--- src/rtl/ahb_fifo_write.sv ---
// ahb_fifo_write: JTAG data register that deframes serial TDI into FIFO writes (optional error flags via AHB_FIFO_WRITE_ERR_EN)
module ahb_fifo_write #(
  parameter int DATA_WIDTH = 8
) (
  input  logic                  TCK,
  input  logic                  tlr_reset,
  input  logic                  TDI,
  input  logic                  dr_shift,
  input  logic                  ahb_fifo_write_select,
  input  logic                  wfull,
  input  logic                  err_clear,
  output logic                  winc,
  output logic [DATA_WIDTH-1:0] wdata,
  output logic                  frame_err,
  output logic                  overflow
);
  localparam int CW = $clog2(DATA_WIDTH + 1);
  localparam logic [1:0] IDLE = 2'd0;
  localparam logic [1:0] DATA = 2'd1;
  localparam logic [1:0] STOP = 2'd2;
  logic [1:0] state, state_n;
  logic [CW-1:0] cnt, cnt_n;
  logic [DATA_WIDTH-1:0] sr;
  logic shift, last, stop_edge, accept;
  assign shift = dr_shift & ahb_fifo_write_select;
  assign last = cnt == CW'(DATA_WIDTH - 1);
  assign stop_edge = shift && state == STOP;
  assign accept = stop_edge & ~TDI & ~wfull;
  // next state and bit counter; everything holds while shift is low
  always_comb begin
    state_n = state;
    cnt_n = cnt;
    if (shift) begin
      state_n = state == IDLE ? (TDI ? DATA : IDLE) : state == DATA ? (last ? STOP : DATA) : IDLE;
      cnt_n = state == IDLE ? '0 : state == DATA ? cnt + 1'b1 : cnt;
    end
  end
  // frame sequencing and the registered one-cycle FIFO write
  always_ff @(posedge TCK) begin
    if (tlr_reset) begin
      state <= IDLE;
      cnt <= '0;
      winc <= 1'b0;
      wdata <= '0;
    end else begin
      state <= state_n;
      cnt <= cnt_n;
      winc <= accept;
      if (accept) wdata <= sr;
    end
  end
  // data bits land at the position given by the counter, LSB first
  always_ff @(posedge TCK) begin
    if (tlr_reset) sr <= '0;
    else if (shift && state == DATA)
      for (int i = 0; i < DATA_WIDTH; i++)
        if (cnt == CW'(i)) sr[i] <= TDI;
  end
`ifdef AHB_FIFO_WRITE_ERR_EN
  logic drop_full, bad_stop;
  assign drop_full = stop_edge & ~TDI & wfull;
  assign bad_stop = stop_edge & TDI;
  // sticky error flags; a new error on the clearing edge wins
  always_ff @(posedge TCK) begin
    if (tlr_reset) begin
      frame_err <= 1'b0;
      overflow <= 1'b0;
    end else begin
      frame_err <= bad_stop | (frame_err & ~err_clear);
      overflow <= drop_full | (overflow & ~err_clear);
    end
  end
`else
  logic unused_err_clear;
  assign unused_err_clear = err_clear;
  assign frame_err = 1'b0;
  assign overflow = 1'b0;
`endif
endmodule

--- config.mk ---
export PLATFORM = sky130hd
export DESIGN_NAME = ahb_fifo_write
export DESIGN_NICKNAME = d
export VERILOG_FILES = /design/src/rtl/ahb_fifo_write.sv
export SDC_FILE = /design/constraint.sdc
export NUM_CORES = 1
export LEC_CHECK = 0
export CAP_MARGIN = 40
export CORE_ASPECT_RATIO = 0.9
export CORE_MARGIN = 1
export CORE_UTILIZATION = 45
export CTS_CLUSTER_DIAMETER = 60
export CTS_CLUSTER_SIZE = 30
export DETAILED_ROUTE_END_ITERATION = 16
export PLACE_DENSITY = 0.66
export SLEW_MARGIN = 30
export SYNTH_ARGS = -nofsm -noshare
export SYNTH_HDL_FRONTEND = slang
export SYNTH_SLANG_ARGS = --single-unit
--- constraint.sdc ---
create_clock -name TCK -period 2.5 [get_ports TCK]
set_clock_uncertainty 0.1 [all_clocks]
set_input_delay 0.375 -clock TCK [delete_from_list [all_inputs] [get_ports TCK]]
set_output_delay 0.375 -clock TCK [all_outputs]
set_load 0.01 [all_outputs]
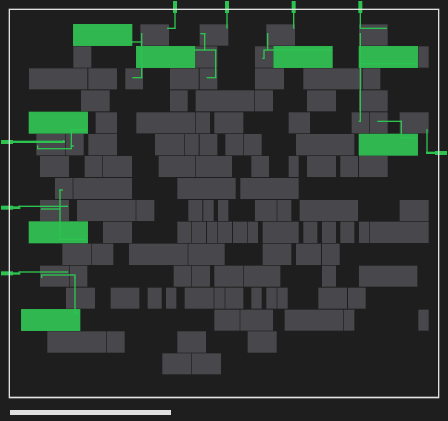
Run 1: nets reached from selected ports
Scale bar: 20 um.
- green: wdata (bits 8; direction output; edge 4 top, 3 left, 1 right; end cells 8; buffers 8; wire 120 um)
I/O pins: 18
buffers added on ports: 14

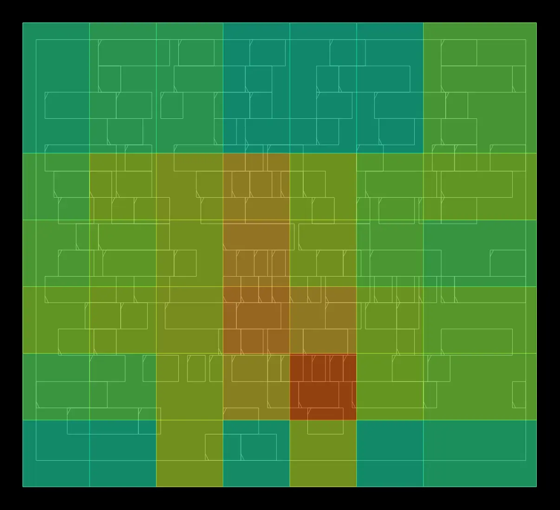
Run 1: congestion heat map
drt wl/cell: 12.3 um
post-layout util: 56.2%
gr busiest metal: met2
met2 GRT Util: 26.6%
GRT Overall Usage: 17.0%

==> results.json, run 1 <==
{
  "power.share.combinational_pct": 6.5,
  "hold_end": "wdata[7]$_SDFFE_PP0P_",
  "endpoint": "wdata[5]$_SDFFE_PP0P_",
  "antenna_found_initial": 0,
  "ff_type": "dfxtp_1",
  "netlist_area_um2": 1060,
  "grt_pass1_wl_um": 3040,
  "period_needed_ps": 1700,
  "clock_sinks": 23,
  "edf_count": 0,
  "postCtsSetupRepairBufs": 0,
  "final_cell_area_um2": 1240,
  "clock.latency.late_pin_ps": 300,
  "holdBufCountCts": 0,
  "clkPwrFrac_pct": 29.1,
  "leakagePower_uw": 0.000508,
  "die_w_um": 53.1,
  "p_int_uw": 447,
  "max_freq_ghz": 0.587,
  "setup_viol": 0,
  "powerComb_uw": 37.3,
  "worstPathMaxFanout": 7,
  "synthCells": 108,
  "grt_pass1_vias": 648,
  "cts_tree": "yes",
  "crit_type": "input pin to flop",
  "ctsResizeCount": 0,
  "crit_family": "simple AND/OR/NAND/NOR gates",
  "routed_wirelength_um": 1830,
  "compound_area_share_pct": 4.26,
  "slew_viol_final": 0,
  "top_cell": "dfxtp_1",
  "yosysWarnings": 0,
  "synth-seq-cells": 23,
  "vias": 793,
  "crit_path_end_kind": "flop",
  "status": "complete, no violations",
  "cp.arrival_ps": 1800,
  "dpl.hpwl_um": 1340,
  "min_path_cells": 2,
  "tns_ps": 0,
  "hold_path_startpoint": "wdata[7]$_SDFFE_PP0P_",
  "ys_area_um2": 1060,
  "xor_share_pct": 0,
  "synthAdderAreaFrac_pct": 4.73,
  "nets": 134,
  "dieArea_um2": 2550,
  "hold_viol": 0,
  "synthArstFlopShare_pct": 0,
  "cts_buffers": 3,
  "fin_crit_sh_pct": 68.1,
  "rsz0062_at_grt": "no",
  "synthMuxAreaShare_pct": 15.1,
  "place_ws_ps": 478,
  "fin_ws_ps": 797,
  "slowest_stage": "nor4b_1",
  "overflow": 0,
  "placed_area_um2": 1210,
  "ff2ff_path_depth": 3,
  "maxPowerGroup": "registers",
  "crit_chain": "clkdlybuf4s50_1, nor4b_1, nand3_2, mux2i_1",
  "row_count": 16,
  "r2r-start": "state[0]$_SDFFE_PP0N_",
  "place_congestion": 0.822,
  "fin_total_pwr_uw": 575,
  "worst-path-stages": 4,
  "switchingPower_uw": 128,
  "top_cells_by_area": "dfxtp_1 (44%), mux2i_1 (15%), nand2b_1 (10%), ha_1 (4.7%), nand3_1 (3.8%)",
  "crit_start": "TDI",
  "root_buffer": "clkbuf_4",
  "drive_above_1_share_pct": 6.56,
  "antenna_cells": 0,
  "hold_class": "flop to flop",
  "swShare_pct": 22.2,
  "final_cell_mix": "dfxtp_1 (23), nand2b_1 (17), mux2i_1 (16)",
  "grt_max_degree": 14,
  "maxCapViolations": 0,
  "top_area_share_pct": 43.6,
  "synth.largest_area_cell": "dfxtp_1",
  "pwr-share-seq_pct": 64.5,
  "vdd_drop_max_uv": 465,
  "whs_ps": 385,
  "critical_path.max_stage_delay_ps": 480,
  "mostFrequentLayoutCell": "dfxtp_1",
  "warnings": 30,
  "die_y_um": 48.0,
  "critical_path_buf_inv_count": 1,
  "viasPerCell": 5.32,
  "ys_cells": 108,
  "syn_area_per_cell_um2": 9.79
}
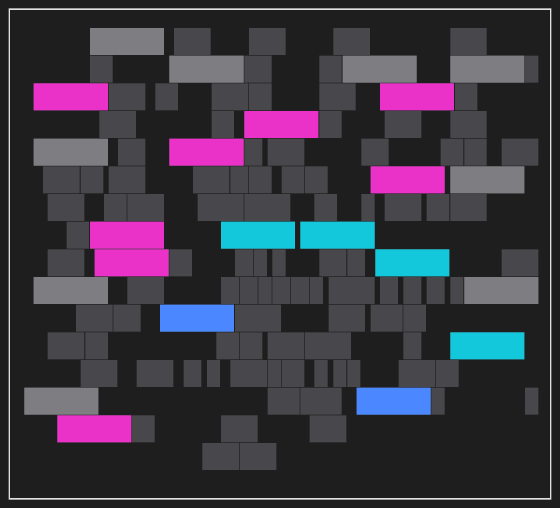
Run 1: sequential cells grouped by signal name
Other sequential cells in the stronger grey, the rest of the logic in the fainter grey.
- blue: state (placed flops 2)
- cyan: cnt (placed flops 4)
- magenta: sr (placed flops 8)
- not coloured: 9
flop share of the area: 37.2%
P_seq: 371 uW
Reg area: 460 um^2

-- run 1: per-layer routing --
| metal | track usage [%] | share of wire, % | up-vias |
|---|---|---|---|
| met1 | 23.1 | 52 | 370 |
| met5 | 0 | 0 | - |
| met3 | 6.67 | 4.9 | 0 |
| li1 | - | - | 402 |
| met2 | 26.6 | 43 | 21 |
| met4 | 1.58 | 0 | 0 |
-- run 1: layout make-up --
type,count,area (um^2)
inverters,2,7.51
flip-flops and latches,23,460
well taps,27,33.8
clock buffers,4,26.3
multi-input cells,78,562
fillers,206,965
repair buffers,15,148
-- run 1: worst register-to-register path, cell delays in order (launching register included) --
cell     delay, ps
dfxtp_1        430
nor4b_1        520
nand3_2        310
mux2i_1        190
-- run 1: state kept, by name (all words and copies together), names as in the netlist --
name / count
sr: 8
wdata: 8
state: 2
cnt: 4
winc: 1
==> inputs of run 2 (changes only) <==
- clock period: 2.5 -> 1.6 ns (I/O delays scaled with it)
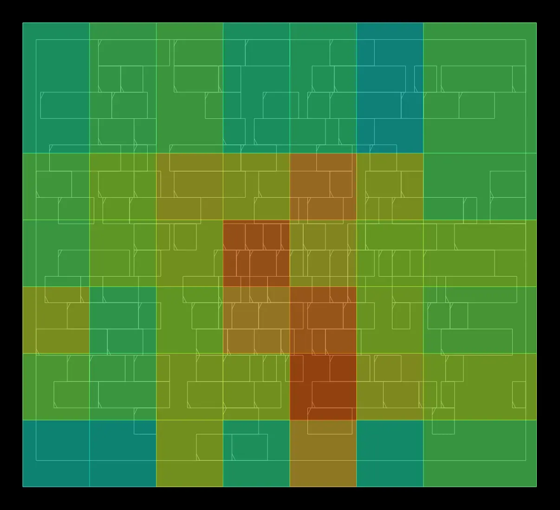
Run 2: congestion heat map
GR Util met1: 24.8%
met2 GRT Util: 28.1%
post-layout util: 59.8%

==> results.json, run 2 <==
{
  "row_count": 16,
  "final_cell_mix": "dfxtp_1 (23), nand2b_1 (17), mux2i_1 (16)",
  "mostFrequentLayoutCell": "dfxtp_1",
  "clock_sinks": 23,
  "grt_pass1_vias": 711,
  "placed_area_um2": 1280,
  "setup_viol": 0,
  "port_buffers": 14,
  "ctsResizeCount": 0,
  "maxCapViolations": 0,
  "crit_path_end_kind": "output port",
  "viasPerCell": 5.21,
  "worst-path-stages": 1,
  "final_cell_area_um2": 1320,
  "root_buffer": "clkbuf_4",
  "crit_type": "flop to output port",
  "nonClkBufAreaFrac_pct": 17.1,
  "drive_above_1_share_pct": 13.7,
  "pwr-share-seq_pct": 62.9,
  "antenna_found_initial": 0,
  "route.met2.wl_um": 852,
  "ys_area_um2": 1060,
  "grt_pass1_wl_um": 3250,
  "grtUsageMet3_pct": 6.67,
  "p_seq_uw": 576,
  "r2r-start": "state[1]$_SDFFE_PP0N_",
  "whs_ps": 378,
  "powerComb_uw": 75.8,
  "maxPowerGroup": "registers",
  "logic_gates": 78,
  "netlist_area_um2": 1060,
  "fin_crit_sh_pct": 97.0,
  "signal_buffers": 24,
  "seq-cell-share_pct": 34.9,
  "vias": 823,
  "status": "complete, no violations",
  "die_w_um": 53.1,
  "synth-seq-cells": 23,
  "slowest_stage": "clkdlybuf4s50_1",
  "power.share.combinational_pct": 8.3,
  "holdBufCountCts": 0,
  "grt_use_total_pct": 18.4,
  "clock.latency.late_pin_ps": 310,
  "hold_path_startpoint": "wdata[7]$_SDFFE_PP0P_",
  "critical_path_buf_inv_count": 1
}
[run 2: logic make-up (layout without fill, tap and decap cells)]
| kind of cell | after synthesis | after routing | share of synthesized area, % |
|---|---|---|---|
| multiplexers | 16 | 16 | 15.1 |
| adder cells (fa/ha/maj) | 4 | 4 | 4.73 |
| buffers and inverters | 8 | 30 | 3.67 |
| AND-OR/OR-AND | 8 | 8 | 4.26 |
| flip-flops | 23 | 23 | 43.6 |
| other | 1 | 2 | 0.355 |
| AND/OR/NAND/NOR | 48 | 48 | 28.3 |
[run 2: tightest hold or removal path, stage by stage, from the launching register on]
cell      delay (ps)
dfxtp_1          330
nand2b_1          60
mux2i_1           60
No activity file was given, so power comes from the tool's default toggle rates.
